[config.mk]
export PLATFORM = sky130hd
export DESIGN_NAME = j11bus_arb
export DESIGN_NICKNAME = d
export VERILOG_FILES = /design/src/rtl/j11bus_arb.sv
export SDC_FILE = /design/constraint.sdc
export NUM_CORES = 1
export LEC_CHECK = 0
export ABC_AREA = 1
export CORE_ASPECT_RATIO = 1.25
export CORE_UTILIZATION = 40
export CTS_BUF_LIST = sky130_fd_sc_hd__clkbuf_4
export CTS_CLUSTER_DIAMETER = 30
export CTS_CLUSTER_SIZE = 8
export DETAILED_ROUTE_END_ITERATION = 8
export GPL_ROUTABILITY_DRIVEN = 0
export GPL_TIMING_DRIVEN = 0
export PLACE_DENSITY_LB_ADDON = 0.25
export SYNTH_ARGS = -nofsm -noshare
export SYNTH_HDL_FRONTEND = slang
export SYNTH_SLANG_ARGS = --single-unit
export TNS_END_PERCENT = 100
[constraint.sdc]
create_clock -name clk -period 2.1 [get_ports clk]
set_input_delay 0.21 -clock clk [delete_from_list [all_inputs] [get_ports clk]]
set_output_delay 0.21 -clock clk [all_outputs]
set_load 0.05 [all_outputs]
[src/rtl/j11bus_arb.sv]
// Two-master arbiter and address decoder for the 22-bit J11 system bus.
// Routes each granted transfer to memory or the I/O page, or answers it locally with a bus error.
module j11bus_arb #(
    parameter logic [21:0] MEMTOP  = 22'h200000,
    parameter int unsigned TIMEOUT = 64
) (
    input  logic        clk,
    input  logic        rst,

    input  logic        m0_req,
    input  logic        m0_wr,
    input  logic [21:0] m0_addr,
    input  logic [15:0] m0_wdata,
    input  logic [1:0]  m0_wstrb,
    output logic        m0_ack,
    output logic [15:0] m0_rdata,
    output logic        m0_err,

    input  logic        m1_req,
    input  logic        m1_wr,
    input  logic [21:0] m1_addr,
    input  logic [15:0] m1_wdata,
    input  logic [1:0]  m1_wstrb,
    output logic        m1_ack,
    output logic [15:0] m1_rdata,
    output logic        m1_err,

    output logic        mem_req,
    output logic        mem_wr,
    output logic [21:0] mem_addr,
    output logic [15:0] mem_wdata,
    output logic [1:0]  mem_wstrb,
    input  logic        mem_ack,
    input  logic [15:0] mem_rdata,

    output logic        io_req,
    output logic        io_wr,
    output logic [12:0] io_addr,
    output logic [15:0] io_wdata,
    output logic [1:0]  io_wstrb,
    input  logic        io_ack,
    input  logic [15:0] io_rdata,
    input  logic        io_err
);

    typedef enum logic [2:0] {IDLE, MEM, IO, NXM, RESP} state_t;

    state_t      state_q, state_d;
    logic        pend0_q, pend0_d;
    logic        pend1_q, pend1_d;
    logic        last_q, last_d;
    logic        owner_q, owner_d;
    logic [7:0]  cnt_q, cnt_d;

    logic        m0_ack_q, m0_ack_d;
    logic [15:0] m0_rdata_q, m0_rdata_d;
    logic        m0_err_q, m0_err_d;
    logic        m1_ack_q, m1_ack_d;
    logic [15:0] m1_rdata_q, m1_rdata_d;
    logic        m1_err_q, m1_err_d;

    logic        mem_req_q, mem_req_d;
    logic        mem_wr_q, mem_wr_d;
    logic [21:0] mem_addr_q, mem_addr_d;
    logic [15:0] mem_wdata_q, mem_wdata_d;
    logic [1:0]  mem_wstrb_q, mem_wstrb_d;

    logic        io_req_q, io_req_d;
    logic        io_wr_q, io_wr_d;
    logic [12:0] io_addr_q, io_addr_d;
    logic [15:0] io_wdata_q, io_wdata_d;
    logic [1:0]  io_wstrb_q, io_wstrb_d;

    logic        eff0, eff1, busy;
    logic        grantValid, grantPort;
    logic        gWr;
    logic [21:0] gAddr;
    logic [15:0] gWdata;
    logic [1:0]  gWstrb;
    logic        isIo, isMem, ioTimeout;
    logic        respValid, respErr;
    logic [15:0] respData;

    // A raw request pulse can be granted in the same cycle it arrives; ties go to the port not served last.
    always_comb begin
        eff0       = m0_req | pend0_q;
        eff1       = m1_req | pend1_q;
        busy       = (state_q != IDLE);
        grantValid = (state_q == IDLE) && (eff0 || eff1);
        grantPort  = (eff0 && eff1) ? ~last_q : eff1;
        gWr        = grantPort ? m1_wr    : m0_wr;
        gAddr      = grantPort ? m1_addr  : m0_addr;
        gWdata     = grantPort ? m1_wdata : m0_wdata;
        gWstrb     = grantPort ? m1_wstrb : m0_wstrb;
        isIo       = (gAddr[21:13] == 9'h1FF);
        isMem      = !isIo && (gAddr < MEMTOP);
    end

    assign ioTimeout = (cnt_q == 8'(TIMEOUT - 1));

    always_ff @(posedge clk) begin
        if (rst) begin
            state_q <= IDLE;
        end else begin
            state_q <= state_d;
        end
    end

    always_comb begin
        state_d = state_q;
        case (state_q)
            IDLE: begin
                if (grantValid) begin
                    if (isIo) begin
                        state_d = IO;
                    end else if (isMem) begin
                        state_d = MEM;
                    end else begin
                        state_d = NXM;
                    end
                end
            end
            MEM:     if (mem_ack) state_d = RESP;
            IO:      if (io_ack || ioTimeout) state_d = RESP;
            NXM:     state_d = RESP;
            RESP:    state_d = IDLE;
            default: state_d = IDLE;
        endcase
    end

    // Downstream fields are loaded only at grant and then held; master responses are latched on entry to RESP.
    always_comb begin
        pend0_d     = pend0_q;
        pend1_d     = pend1_q;
        last_d      = last_q;
        owner_d     = owner_q;
        cnt_d       = cnt_q;
        m0_ack_d    = 1'b0;
        m0_rdata_d  = m0_rdata_q;
        m0_err_d    = m0_err_q;
        m1_ack_d    = 1'b0;
        m1_rdata_d  = m1_rdata_q;
        m1_err_d    = m1_err_q;
        mem_req_d   = 1'b0;
        mem_wr_d    = mem_wr_q;
        mem_addr_d  = mem_addr_q;
        mem_wdata_d = mem_wdata_q;
        mem_wstrb_d = mem_wstrb_q;
        io_req_d    = 1'b0;
        io_wr_d     = io_wr_q;
        io_addr_d   = io_addr_q;
        io_wdata_d  = io_wdata_q;
        io_wstrb_d  = io_wstrb_q;
        respValid   = 1'b0;
        respData    = 16'h0000;
        respErr     = 1'b0;

        case (state_q)
            IDLE: begin
                if (grantValid) begin
                    owner_d = grantPort;
                    last_d  = grantPort;
                    if (isIo) begin
                        io_req_d   = 1'b1;
                        io_wr_d    = gWr;
                        io_addr_d  = gAddr[12:0];
                        io_wdata_d = gWdata;
                        io_wstrb_d = gWstrb;
                        cnt_d      = 8'd0;
                    end else if (isMem) begin
                        mem_req_d   = 1'b1;
                        mem_wr_d    = gWr;
                        mem_addr_d  = gAddr;
                        mem_wdata_d = gWdata;
                        mem_wstrb_d = gWstrb;
                    end
                end
            end
            MEM: begin
                if (mem_ack) begin
                    respValid = 1'b1;
                    respData  = mem_rdata;
                end
            end
            IO: begin
                cnt_d = cnt_q + 8'd1;
                if (io_ack) begin
                    respValid = 1'b1;
                    respData  = io_rdata;
                    respErr   = io_err;
                end else if (ioTimeout) begin
                    respValid = 1'b1;
                    respErr   = 1'b1;
                end
            end
            NXM: begin
                respValid = 1'b1;
                respErr   = 1'b1;
            end
            default: ;
        endcase

        if (respValid) begin
            if (owner_q) begin
                m1_ack_d   = 1'b1;
                m1_rdata_d = respData;
                m1_err_d   = respErr;
            end else begin
                m0_ack_d   = 1'b1;
                m0_rdata_d = respData;
                m0_err_d   = respErr;
            end
        end

        // A repeat request from the port already being served is a protocol violation and is dropped.
        if (grantValid && !grantPort) begin
            pend0_d = 1'b0;
        end else if (m0_req && !(busy && !owner_q)) begin
            pend0_d = 1'b1;
        end
        if (grantValid && grantPort) begin
            pend1_d = 1'b0;
        end else if (m1_req && !(busy && owner_q)) begin
            pend1_d = 1'b1;
        end
    end

    always_ff @(posedge clk) begin
        if (rst) begin
            pend0_q     <= 1'b0;
            pend1_q     <= 1'b0;
            last_q      <= 1'b1;
            owner_q     <= 1'b0;
            cnt_q       <= 8'd0;
            m0_ack_q    <= 1'b0;
            m0_rdata_q  <= 16'h0000;
            m0_err_q    <= 1'b0;
            m1_ack_q    <= 1'b0;
            m1_rdata_q  <= 16'h0000;
            m1_err_q    <= 1'b0;
            mem_req_q   <= 1'b0;
            mem_wr_q    <= 1'b0;
            mem_addr_q  <= 22'h000000;
            mem_wdata_q <= 16'h0000;
            mem_wstrb_q <= 2'b00;
            io_req_q    <= 1'b0;
            io_wr_q     <= 1'b0;
            io_addr_q   <= 13'h0000;
            io_wdata_q  <= 16'h0000;
            io_wstrb_q  <= 2'b00;
        end else begin
            pend0_q     <= pend0_d;
            pend1_q     <= pend1_d;
            last_q      <= last_d;
            owner_q     <= owner_d;
            cnt_q       <= cnt_d;
            m0_ack_q    <= m0_ack_d;
            m0_rdata_q  <= m0_rdata_d;
            m0_err_q    <= m0_err_d;
            m1_ack_q    <= m1_ack_d;
            m1_rdata_q  <= m1_rdata_d;
            m1_err_q    <= m1_err_d;
            mem_req_q   <= mem_req_d;
            mem_wr_q    <= mem_wr_d;
            mem_addr_q  <= mem_addr_d;
            mem_wdata_q <= mem_wdata_d;
            mem_wstrb_q <= mem_wstrb_d;
            io_req_q    <= io_req_d;
            io_wr_q     <= io_wr_d;
            io_addr_q   <= io_addr_d;
            io_wdata_q  <= io_wdata_d;
            io_wstrb_q  <= io_wstrb_d;
        end
    end

    assign m0_ack    = m0_ack_q;
    assign m0_rdata  = m0_rdata_q;
    assign m0_err    = m0_err_q;
    assign m1_ack    = m1_ack_q;
    assign m1_rdata  = m1_rdata_q;
    assign m1_err    = m1_err_q;
    assign mem_req   = mem_req_q;
    assign mem_wr    = mem_wr_q;
    assign mem_addr  = mem_addr_q;
    assign mem_wdata = mem_wdata_q;
    assign mem_wstrb = mem_wstrb_q;
    assign io_req    = io_req_q;
    assign io_wr     = io_wr_q;
    assign io_addr   = io_addr_q;
    assign io_wdata  = io_wdata_q;
    assign io_wstrb  = io_wstrb_q;

endmodule

Fig. 1: run 1, signal metal coverage by tile
(3 px per µm) 21 x 26 tiles, from dark blue (low) to red (high), scaled to the fullest tile. Values are wire area over tile area, all layers added.
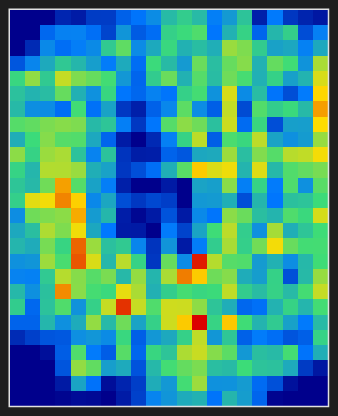
30% of the tiles are over half the peak. The fullest tile reaches 0.51. The mean over all tiles is 0.20. 6.0% of the tiles are nearly empty.
Total Wirelength: 17,000 µm
vias: 5,653

Fig. 2: run 1, pin placement
(4 px per µm) Pins as bars across the die edge, other pins in gray.
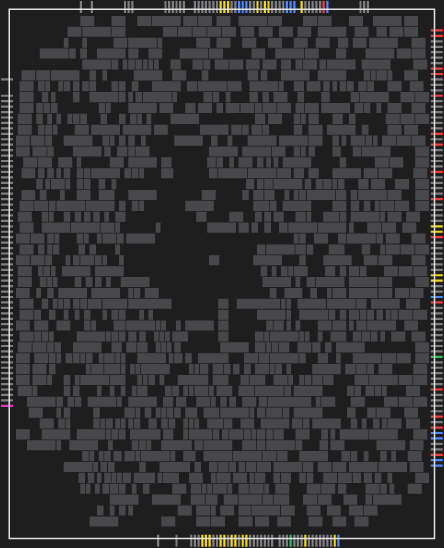
Key: `mem_wstrb` = green [pins 2, direction output, edge 1 east, 1 south]; `io_wdata` = red [pins 16, direction output, edge 15 east, 1 north]; `m1_addr` = yellow [pins 22, direction input, edge 11 south, 7 north, 4 east]; `io_ack` = magenta [pins 1, direction input, edge west]; `io_addr` = blue [pins 13, direction output, edge 7 north, 5 east, 1 south]
All pins by edge: 81 east, 59 west, 50 north, 42 south.
IO buf count: 228
Die Y: 132 µm
DIE WIDTH: 106 µm

Fig. 3: run 1, signal wires on met2
(4 px per µm) Cells faint in the background.
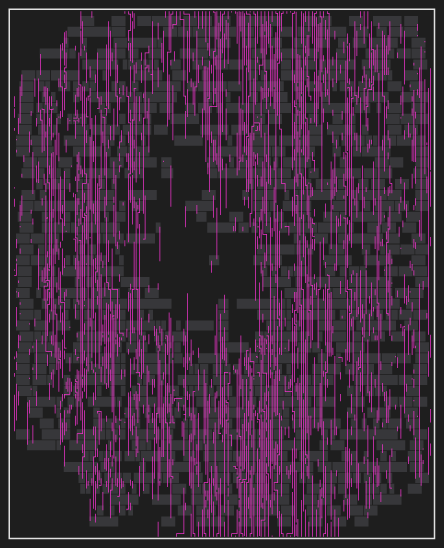
The wires run mostly vertical. The layer carries 8,910 µm of wire. The longest straight run is 61.5 µm. The layer holds 52% of the routed length. 884 nets have wire on it.
GR Util met2: 0.435

==> impl_metrics.yaml, run 1 <==
# flow metrics
worst_setup_path:
  path_class: "reg -> reg"
  rr_endpoint: "io_addr[6]"
  cp.depth: 10
  cp-end-kind: "register"
  critPathSlowestCell: "dfxtp_2"
  critPathLaunchType: "register"
power:
  power_leakage_nw: 3.31
  combPwrFrac: 0.424
  vdd_drop_max_mv: 0.425
  netSwitchingFraction: 0.404
sta:
  post-route-period-util: 0.978
  rsz0062_at_grt: "true"
  hold_violations: 0
yosys:
  simple_gate_area_frac: 0.236
  seq_area_frac_synth: 0.467
  synth.avg_cell_area_um2: 7.93
  synth.cellmix.xorXnorShare: 0
  fp_nets: 803
  ys_sh_aoi: 0.178
clock_tree:
  cts_buffers: 17
  cts_sinks: 126
  cts_buffer_depth: 2
min_path:
  worstHoldPathType: "in -> reg"
global_routing:
  grt_pass1_vias: 5115
  grt_max_degree: 17
detailed_routing:
  first_pass_iters: 5
  drt-met1-wl_um: 6740
  avgViaCountPerCell: 4.98
  routed.top_layer: "met4"
status:
  outcome: "finished clean"
flow_run:
  warning_count: 28
floorplanning:
  initCoreUtil: 0.408
## run 1: area by class of cell
| cell class | count | area, µm² | area share |
|---|---|---|---|
| multi-input combinational | 481 | 2720 | 0.317 |
| timing repair buffer | 251 | 2470 | 0.288 |
| clock buffer | 18 | 135 | 0.0158 |
| sequential | 126 | 2530 | 0.295 |
| buffer | 47 | 249 | 0.0291 |
| inverter | 28 | 110 | 0.0128 |
| clock inverter | 14 | 150 | 0.0175 |
| tap | 171 | 214 | 0.0250 |
## run 1: per-stage QoR
| stage | instances | instance area (µm²) | util |
|---|---|---|---|
| after floorplan | 681 | 5400 | - |
| after global placement | 1080 | 7900 | 0.597 |
| after detailed placement | 1080 | 7900 | 0.597 |
| after CTS | 1112 | 8210 | 0.620 |
| after global routing | 1136 | 8570 | 0.648 |
| final | 1136 | 8570 | 0.648 |
## run 1: layout by cell type (no fill, tap or decap), types with 3 or more instances in the layout
cell and n:
bufinv_16 3, inv_1 26, clkinv_2 4, clkinv_4 3, nor2_4 5, dfxtp_2 4, clkbuf_4 20, clkbuf_1 24
nand3_1 79, nand2_2 8, or2_0 32, clkbuf_2 3, clkinv_1 5, buf_2 14, nand2_4 6, dfxtp_1 122
nor2_1 14, mux2i_1 32, buf_4 18, o21a_1 32, a21oi_1 116, a31oi_1 3, clkdlybuf4s50_1 228, nand2_1 120
buf_6 6, o21ai_0 14
## run 1: worst min path at each step
stage | slack (ps) | to | cells past startpoint | start
2_1_floorplan | 340 | pend1_q | 2 | m1_req
3_3_place_gp | 440 | mem_addr[21] | 2 | mem_addr[21]
3_5_place_dp | 450 | m0_rdata[7] | 2 | m0_rdata[7]
4_1_cts | 120 | state_q[2] | 3 | mem_ack
5_1_grt | 190 | state_q[2] | 3 | mem_ack
6_report | 210 | state_q[2] | 3 | mem_ack
## Run 2: what changed since run 1
--- a/config.mk
+++ b/config.mk
@@ -14,7 +14,7 @@
 export DETAILED_ROUTE_END_ITERATION = 8
 export GPL_ROUTABILITY_DRIVEN = 0
 export GPL_TIMING_DRIVEN = 0
-export PLACE_DENSITY_LB_ADDON = 0.25
+export PLACE_DENSITY = 0.8
 export SYNTH_ARGS = -nofsm -noshare
 export SYNTH_HDL_FRONTEND = slang
 export SYNTH_SLANG_ARGS = --single-unit
Fig. 4: run 2, signal metal coverage by tile
(3 px per µm) 21 x 26 tiles, from dark blue (low) to red (high), scaled to the fullest tile. Values are wire area over tile area, all layers added.
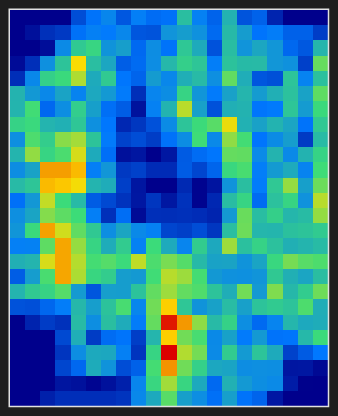
The densest ninth of the die: west. The fullest tile reaches 0.61. 6.8% of the tiles are nearly empty. The mean over all tiles is 0.20. 17% of the tiles are over half the peak.
GRT Util Overall: 0.236
vias: 5,721
DR WL/cell: 15.5 µm

Fig. 5: run 2, signal wires on met2
(4 px per µm) Cells faint in the background.
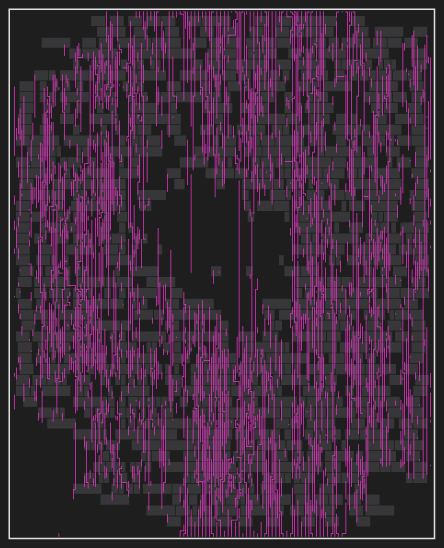
The layer carries 9,170 µm of wire. The layer holds 52% of the routed length. The wires run mostly vertical. The longest straight run is 59.8 µm.
Total Wirelength: 17,600 µm
GR Util met2: 0.440

Fig. 6: run 2, metal 3
(4 px per µm) Cells faint in the background.
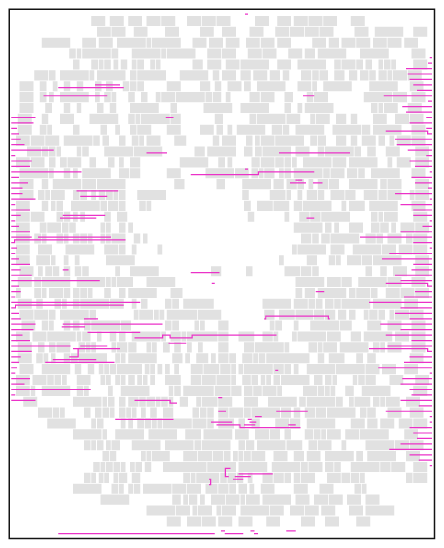
164 nets have wire on it. The layer holds 6.9% of the routed length. The layer carries 1,220 µm of wire. The longest straight run is 38.9 µm. The wires run mostly horizontal.
met3 Usage GRT: 0.0559

==> impl_metrics.yaml, run 2 <==
# flow metrics
detailed_routing:
  avgViaCountPerCell: 5.04
  antenna_left: 0
  routed.top_layer: "met4"
  drt-met1-wl_um: 6830
yosys:
  ys_sh_aoi: 0.178
  fp_nets: 803
  synth.avg_cell_area_um2: 7.93
  synth.logic.top_family: "simple AND/OR/NAND/NOR gates"
  synth.cellmix.xorXnorShare: 0
  seq_area_frac_synth: 0.467
  simple_gate_area_frac: 0.236
  synth-edff-count: 0
placed_design:
  dp_cells: 1080
  place_area_mm2: 0.00790
  numPortBuffers: 228
layout:
  fin_util: 0.643
  final_area_mm2: 0.00851
  layout_top_cell: "clkdlybuf4s50_1"
  layout.cells.most_common_list: "clkdlybuf4s50_1, dfxtp_1, nand2_1"
sta:
  setup_violations: 7
  rsz0062_at_grt: "true"
  post-route-period-util: 1.01
  layout_setup_ws_ps: -17.2
  hold_violations: 0
worst_setup_path:
  worstPathCellList: "o21ai_4 -> nand3_1 -> nand2_2 -> nand2_1 -> nor2_4 -> nand4_4 -> buf_6 -> buf_6 -> or2_0 -> a21oi_2"
  path_class: "reg -> reg"
  cp.depth: 10
  critPathLaunchType: "register"
  critPathSlowestCell: "dfxtp_2"
  cp-end-kind: "register"
floorplanning:
  die_height_um: 132
  die_x_um: 106
global_routing:
  grt_max_degree: 17
  grt_pass1_vias: 5373
flow_run:
  warning_count: 27
status:
  failed_checks: "setup timing"
  outcome: "complete, but fails checks"
power:
  p_per_area_mw_per_mm2: 917
  power_leakage_nw: 3.28
clock_tree:
  cts_buffer_depth: 2
  cts_buffers: 17
min_path:
  hold_depth: 3
  worstHoldPathType: "in -> reg"
==> run 2: layout make-up <==
| cell class | instances | area, µm² | area share |
|---|---|---|---|
| Multi-Input combinational cell | 481 | 2690 | 0.316 |
| Sequential cell | 126 | 2530 | 0.297 |
| Timing Repair Buffer | 249 | 2460 | 0.289 |
| Buffer | 47 | 243 | 0.0285 |
| Tap cell | 171 | 214 | 0.0251 |
| Clock buffer | 20 | 150 | 0.0176 |
| Clock inverter | 12 | 121 | 0.0143 |
| Inverter | 28 | 110 | 0.0129 |
| Antenna cell | 1 | 2.50 | 0.000294 |
==> run 2: worst min-delay path: cells and delay by family <==
kind	cells	cell delay [ps]
compound gates	1	90
buf+inv	1	190
simple gates	1	190
==> run 2: power breakdown <==
| part | internal (mW) | total (mW) | switching, mW |
|---|---|---|---|
| logic | 1.19 | 3.33 | 2.15 |
| clock network | 0.734 | 1.64 | 0.904 |
| registers | 2.68 | 2.84 | 0.154 |
| total | 4.60 | 7.81 | 3.20 |
==> run 2: logic make-up after synthesis <==
| logic type | count (synthesis) |
|---|---|
| simple gates | 275 |
| compound gates | 172 |
| flops | 126 |
| buf+inv | 75 |
| mux | 32 |
| fa+ha+maj | 1 |
==> run 2: path summary, 6_finish.rpt <==
| kind | start | end |
|---|---|---|
| max reg2reg | pend0_q | io_wdata[1] |
| max | pend0_q | io_wdata[1] |
| min | mem_ack | state_q[2] |
| min reg2reg | io_wstrb[1] | io_wstrb[1] |
==> run 2: repair_timing <==
| action | 4_1_cts | 5_1_grt |
|---|---|---|
| endpoints found under the setup margin | 58 | 102 |
| cloned | 0 | 2 |
| hold buffers | 0 | 0 |
| gates resized | 7 | 58 |
| setup buffers | 0 | 20 |
| pin swaps | 0 | 13 |
Power and IR drop assume default switching activity.
